`config.mk`:
```
export PLATFORM = sky130hd
export DESIGN_NAME = pulse_channel_gen
export DESIGN_NICKNAME = d
export VERILOG_FILES = /design/src/rtl/pulse_channel_gen_pkg.sv /design/src/rtl/pulse_channel_gen_envelope_unit.sv /design/src/rtl/pulse_channel_gen.sv
export SDC_FILE = /design/constraint.sdc
export NUM_CORES = 1
export LEC_CHECK = 0
export ABC_AREA = 1
export CAP_MARGIN = 10
export CORE_ASPECT_RATIO = 0.6
export CORE_UTILIZATION = 25
export DETAILED_ROUTE_END_ITERATION = 6
export PLACE_DENSITY = 0.49
export SLEW_MARGIN = 10
export SYNTH_ARGS = -nofsm -noshare
export SYNTH_HDL_FRONTEND = slang
export SYNTH_HIERARCHICAL = 1
export SYNTH_SLANG_ARGS = --single-unit
```
`constraint.sdc`:
```
create_clock -name i_clk -period 3 [get_ports i_clk]
set_input_delay 0.75 -clock i_clk [delete_from_list [all_inputs] [get_ports i_clk]]
set_output_delay 0.75 -clock i_clk [all_outputs]
set_load 0.005 [all_outputs]
```
`src/rtl/pulse_channel_gen_pkg.sv`:
```
// Shared definitions for the pulse voice: duty codes and duty threshold table.
package pulse_channel_gen_pkg;

  typedef enum logic [1:0] {
    DUTY_12 = 2'd0,
    DUTY_25 = 2'd1,
    DUTY_50 = 2'd2,
    DUTY_75 = 2'd3
  } duty_e;

  // Number of high eighths (out of 8) for each duty code.
  localparam logic [3:0] DUTY_THR_12 = 4'd1;
  localparam logic [3:0] DUTY_THR_25 = 4'd2;
  localparam logic [3:0] DUTY_THR_50 = 4'd4;
  localparam logic [3:0] DUTY_THR_75 = 4'd6;

  function automatic logic [3:0] duty_threshold(input duty_e duty);
    logic [3:0] thr;
    case (duty)
      DUTY_12: thr = DUTY_THR_12;
      DUTY_25: thr = DUTY_THR_25;
      DUTY_50: thr = DUTY_THR_50;
      default: thr = DUTY_THR_75;
    endcase
    return thr;
  endfunction

endpackage

```
`src/rtl/pulse_channel_gen_envelope_unit.sv`:
```
// Envelope unit: decay divider, saturating volume level, length counter and
// the voice-active flag. Note loads take priority over envelope ticks.
module envelope_unit
  import pulse_channel_gen_pkg::*;
#(
  parameter int OUT_W = 9,
  parameter int LEN_W = 8,
  parameter int DIV_W = 4
) (
  input  logic             i_clk,
  input  logic             i_reset,
  input  logic             i_env_stb,
  input  logic             i_note_stb,
  input  logic [OUT_W-1:0] i_volume,
  input  logic             i_decay_en,
  input  logic [DIV_W-1:0] i_decay_period,
  input  logic [LEN_W-1:0] i_length,
  input  logic             i_length_en,
  output logic [OUT_W-1:0] o_level,
  output logic             o_active
);

  logic [OUT_W-1:0] level, level_n;
  logic [DIV_W-1:0] divider, divider_n;
  logic [DIV_W-1:0] period, period_n;
  logic [LEN_W-1:0] length, length_n;
  logic             decay_en, decay_en_n;
  logic             length_en, length_en_n;
  logic             active, active_n;

  // Level steps down by one but sticks at zero instead of wrapping to full scale.
  function automatic logic [OUT_W-1:0] sat_dec(input logic [OUT_W-1:0] v);
    return (v == '0) ? '0 : v - OUT_W'(1);
  endfunction

  // Next-state: note load, else envelope/length stepping on env ticks.
  always_comb begin
    level_n     = level;
    divider_n   = divider;
    period_n    = period;
    length_n    = length;
    decay_en_n  = decay_en;
    length_en_n = length_en;
    active_n    = active;
    if (i_note_stb) begin
      level_n     = i_volume;
      divider_n   = i_decay_period;
      period_n    = i_decay_period;
      length_n    = i_length;
      decay_en_n  = i_decay_en;
      length_en_n = i_length_en;
      active_n    = !(i_length_en && (i_length == '0));
    end else begin
      if (i_env_stb && decay_en) begin
        if (divider == '0) begin
          divider_n = period;
          level_n   = sat_dec(level);
        end else begin
          divider_n = divider - DIV_W'(1);
        end
      end
      if (i_env_stb && length_en && (length != '0)) begin
        length_n = length - LEN_W'(1);
        if (length_n == '0) active_n = 1'b0;
      end
      // A fully decayed envelope silences the voice on the same edge.
      if (decay_en && (level_n == '0)) active_n = 1'b0;
    end
  end

  // State register with synchronous reset of every field.
  always_ff @(posedge i_clk) begin
    if (i_reset) begin
      level     <= '0;
      divider   <= '0;
      period    <= '0;
      length    <= '0;
      decay_en  <= 1'b0;
      length_en <= 1'b0;
      active    <= 1'b0;
    end else begin
      level     <= level_n;
      divider   <= divider_n;
      period    <= period_n;
      length    <= length_n;
      decay_en  <= decay_en_n;
      length_en <= length_en_n;
      active    <= active_n;
    end
  end

  assign o_level  = level;
  assign o_active = active;

endmodule

```
`src/rtl/pulse_channel_gen.sv`:
```
// Pulse-wave voice: phase accumulator, selectable duty compare and a
// registered output sample gated by the envelope unit's level and active flag.
module pulse_channel_gen
  import pulse_channel_gen_pkg::*;
#(
  parameter int PHASE_W = 32,
  parameter int OUT_W   = 9,
  parameter int LEN_W   = 8,
  parameter int DIV_W   = 4
) (
  input  logic               i_clk,
  input  logic               i_reset,
  input  logic               i_tick_stb,
  input  logic               i_env_stb,
  input  logic               i_note_stb,
  input  logic [PHASE_W-1:0] i_phase_delta,
  input  logic [1:0]         i_duty,
  input  logic [OUT_W-1:0]   i_volume,
  input  logic               i_decay_en,
  input  logic [DIV_W-1:0]   i_decay_period,
  input  logic [LEN_W-1:0]   i_length,
  input  logic               i_length_en,
  output logic [OUT_W-1:0]   o_output,
  output logic               o_frame_pulse,
  output logic               o_active
);

  logic [PHASE_W-1:0] phase;
  logic [PHASE_W-1:0] delta;
  duty_e              duty;
  logic [2:0]         eighth;
  logic               high_p0;
  logic [OUT_W-1:0]   level;
  logic               active;

  envelope_unit #(
    .OUT_W (OUT_W),
    .LEN_W (LEN_W),
    .DIV_W (DIV_W)
  ) u_env (
    .i_clk          (i_clk),
    .i_reset        (i_reset),
    .i_env_stb      (i_env_stb),
    .i_note_stb     (i_note_stb),
    .i_volume       (i_volume),
    .i_decay_en     (i_decay_en),
    .i_decay_period (i_decay_period),
    .i_length       (i_length),
    .i_length_en    (i_length_en),
    .o_level        (level),
    .o_active       (active)
  );

  // Phase accumulator; a note load restarts the cycle and overrides a tick.
  always_ff @(posedge i_clk) begin
    if (i_reset) begin
      phase <= '0;
      delta <= '0;
      duty  <= DUTY_12;
    end else if (i_note_stb) begin
      phase <= '0;
      delta <= i_phase_delta;
      duty  <= duty_e'(i_duty);
    end else if (i_tick_stb) begin
      phase <= phase + delta;
    end
  end

  // Duty compare on the top three phase bits (which eighth of the cycle).
  always_comb begin
    eighth  = phase[PHASE_W-1 -: 3];
    high_p0 = ({1'b0, eighth} < duty_threshold(duty));
  end

  // --- stage p0 -> p1: registered output sample ---
  always_ff @(posedge i_clk) begin
    if (i_reset) begin
      o_output <= '0;
    end else begin
      o_output <= (active && high_p0) ? level : '0;
    end
  end

  assign o_frame_pulse = phase[PHASE_W-1];
  assign o_active      = active;

endmodule

```
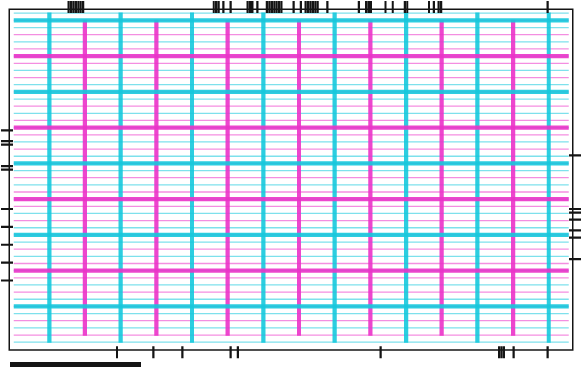
**Above:** floorplan with the power grid.
Bar = 50 um. Pins as bars on the die edge.
Key: cyan = VSS; magenta = VDD
The core has 46 rows. 9 straps on met5.
Die Y: 129 um
DIE WIDTH: 214 um
Max IR drop VDD: 0.248 mV

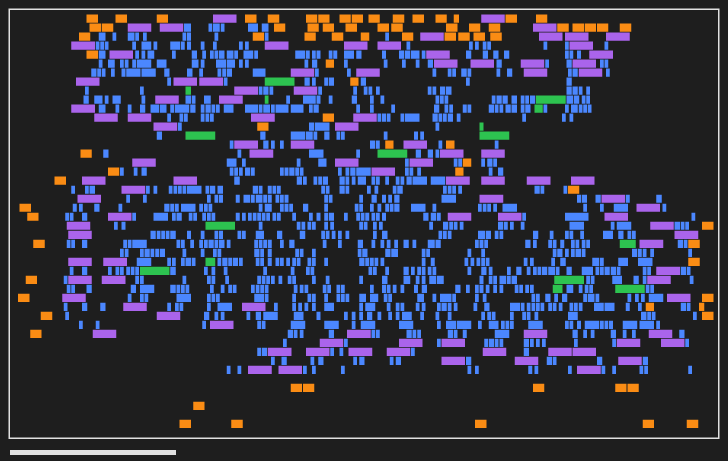
**Above:** placement by cell class.
Bar = 50 um.
Key: orange = remaining buffers and delay cells [cells 80]; purple = sequential cells [cells 103]; green = clock drivers and dummy loads [cells 16]; blue = combinational and other logic [cells 986]
area of the core: 0.0264 mm2
Core Rows: 46
register fraction of the total cell area: 25.4%
core occupancy in the finished layout: 30.7%
area of all placed cells without fillers: 0.00811 mm2

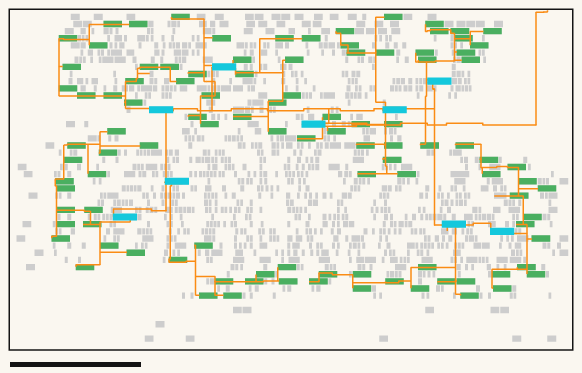
**Above:** routed clock nets over the placement.
Bar = 50 um.
Key: cyan = clock drivers [count 9]; orange = clock wires [length 1560 um]; green = flip-flops [count 103]
There are 10 routed clock nets.
worst skew pair latency: 0.36 ns
part of the power in the clock network: 34.6%
clock distribution power: 1.13 mW

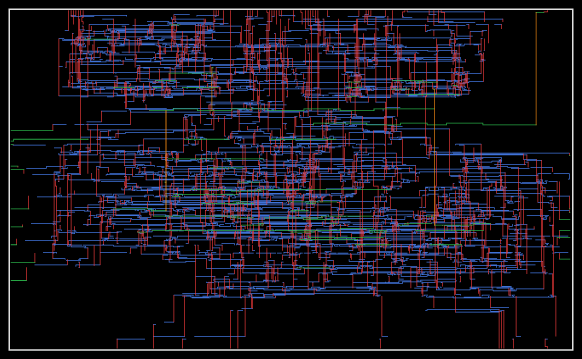
**Above:** wiring by layer.
Key: green = metal 3 [wire length 1080 um]; red = metal 2 [wire length 6570 um]; blue = metal 1 [wire length 12100 um]; orange = metal 4 [wire length 149 um]
post-DR wirelength/cell: 12.9 um
total routed wirelength: 19900 um

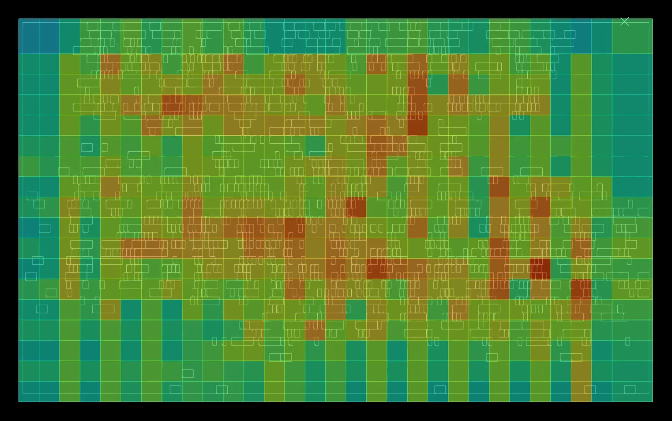
**Above:** congestion heat map.
busiest metal layer after global routing: met1
GR Layer Usage met1: 25.9%
met3 global-route usage: 3.05%
combined global-route utilization of all metal layers: 15.2%
GR Util met2: 18.4%

==> Changelog: implementation <==
## Implementation

* Result of the run: finished with violations
* Violations in the final reports: design-rule violations
* Crit end category: flip-flop
* Largest cell class by area: multi-input combinational cells
* Buffer cell driving the clock tree root: sky130_fd_sc_hd__clkbuf_16
* Cell with the biggest individual delay on the critical path: sky130_fd_sc_hd__fa_1
* WL met3 at between 1000 and 1500 um
* Most used cell along the critical path: sky130_fd_sc_hd__nand2_1
* Cell-internal power at about 2.3 mW
* Static Leakage at around 4.2 nW
* Drt pass-1 iters at 7
* Floorplan Nets at 1215
* Combinational Power Share at about a fifth
* Mean Syn Cell Area at 6.04 um2
* Number of enable-type register cells in the synthesized netlist at 0
* Power Total at roughly 3.3 mW
* Number of remaining DRC errors at 2
* Worst min-delay path endpoint: o_output[1]$_SDFF_PP0_
* Ant diodes at 0
* Register cell area after layout at slightly above 0.002 mm2
* Synthesized registers at between 100 and 150
* Starting DRT DRC Count at 459
* Total standard cell area after synthesis at about 0.0067 mm2
* Group drawing the most power: sequential cells
* Sequential power share at around 46%
* Least setup slack across all paths after layout at ~0.8 ns
* OpenROAD warning count at 28
* Yosys simple share at a little over a third
* Setup violations, final at 0
* Multi-input gate area at 0.00382 mm2
* Area growth syn-to-layout at 20.5%
* Placed Cells incl. Taps at approximately 1500
* Die Outline Area at 0.0276 mm2
* Yosys stat cell total at around 1100
* Total number of sequential cells at ~100
* Setup repair after global routing missed its margin: no
* Detailed-route vias per instance at between 4 and 5
* Wire length on met2 at 6570 um
* Worst slew margin relative to its limit at about three fifths
* Proportion of layout cells with a drive suffix above 1 at under 10%
* Register-to-register setup slack at between 0.7 and 0.8 ns
* Hold Startpoint: u_env/o_level[1]$_SDFF_PP0_
* Post-CTS Hold Buffers at 0
* Max-cap violation count at 0
* Post-synthesis sequential area ratio at between 30 and 40%
* HP Class: reg -> reg
* Most frequent standard cell in the layout excluding fill and tap cells: sky130_fd_sc_hd__nand2_1
* Cell depth of the worst hold path at 2
* Yosys warns at 6
* Most repeated cell in the gate-level netlist after synthesis: sky130_fd_sc_hd__nand2_1
* Clock buffer count at 12
Power and IR drop assume default switching activity.
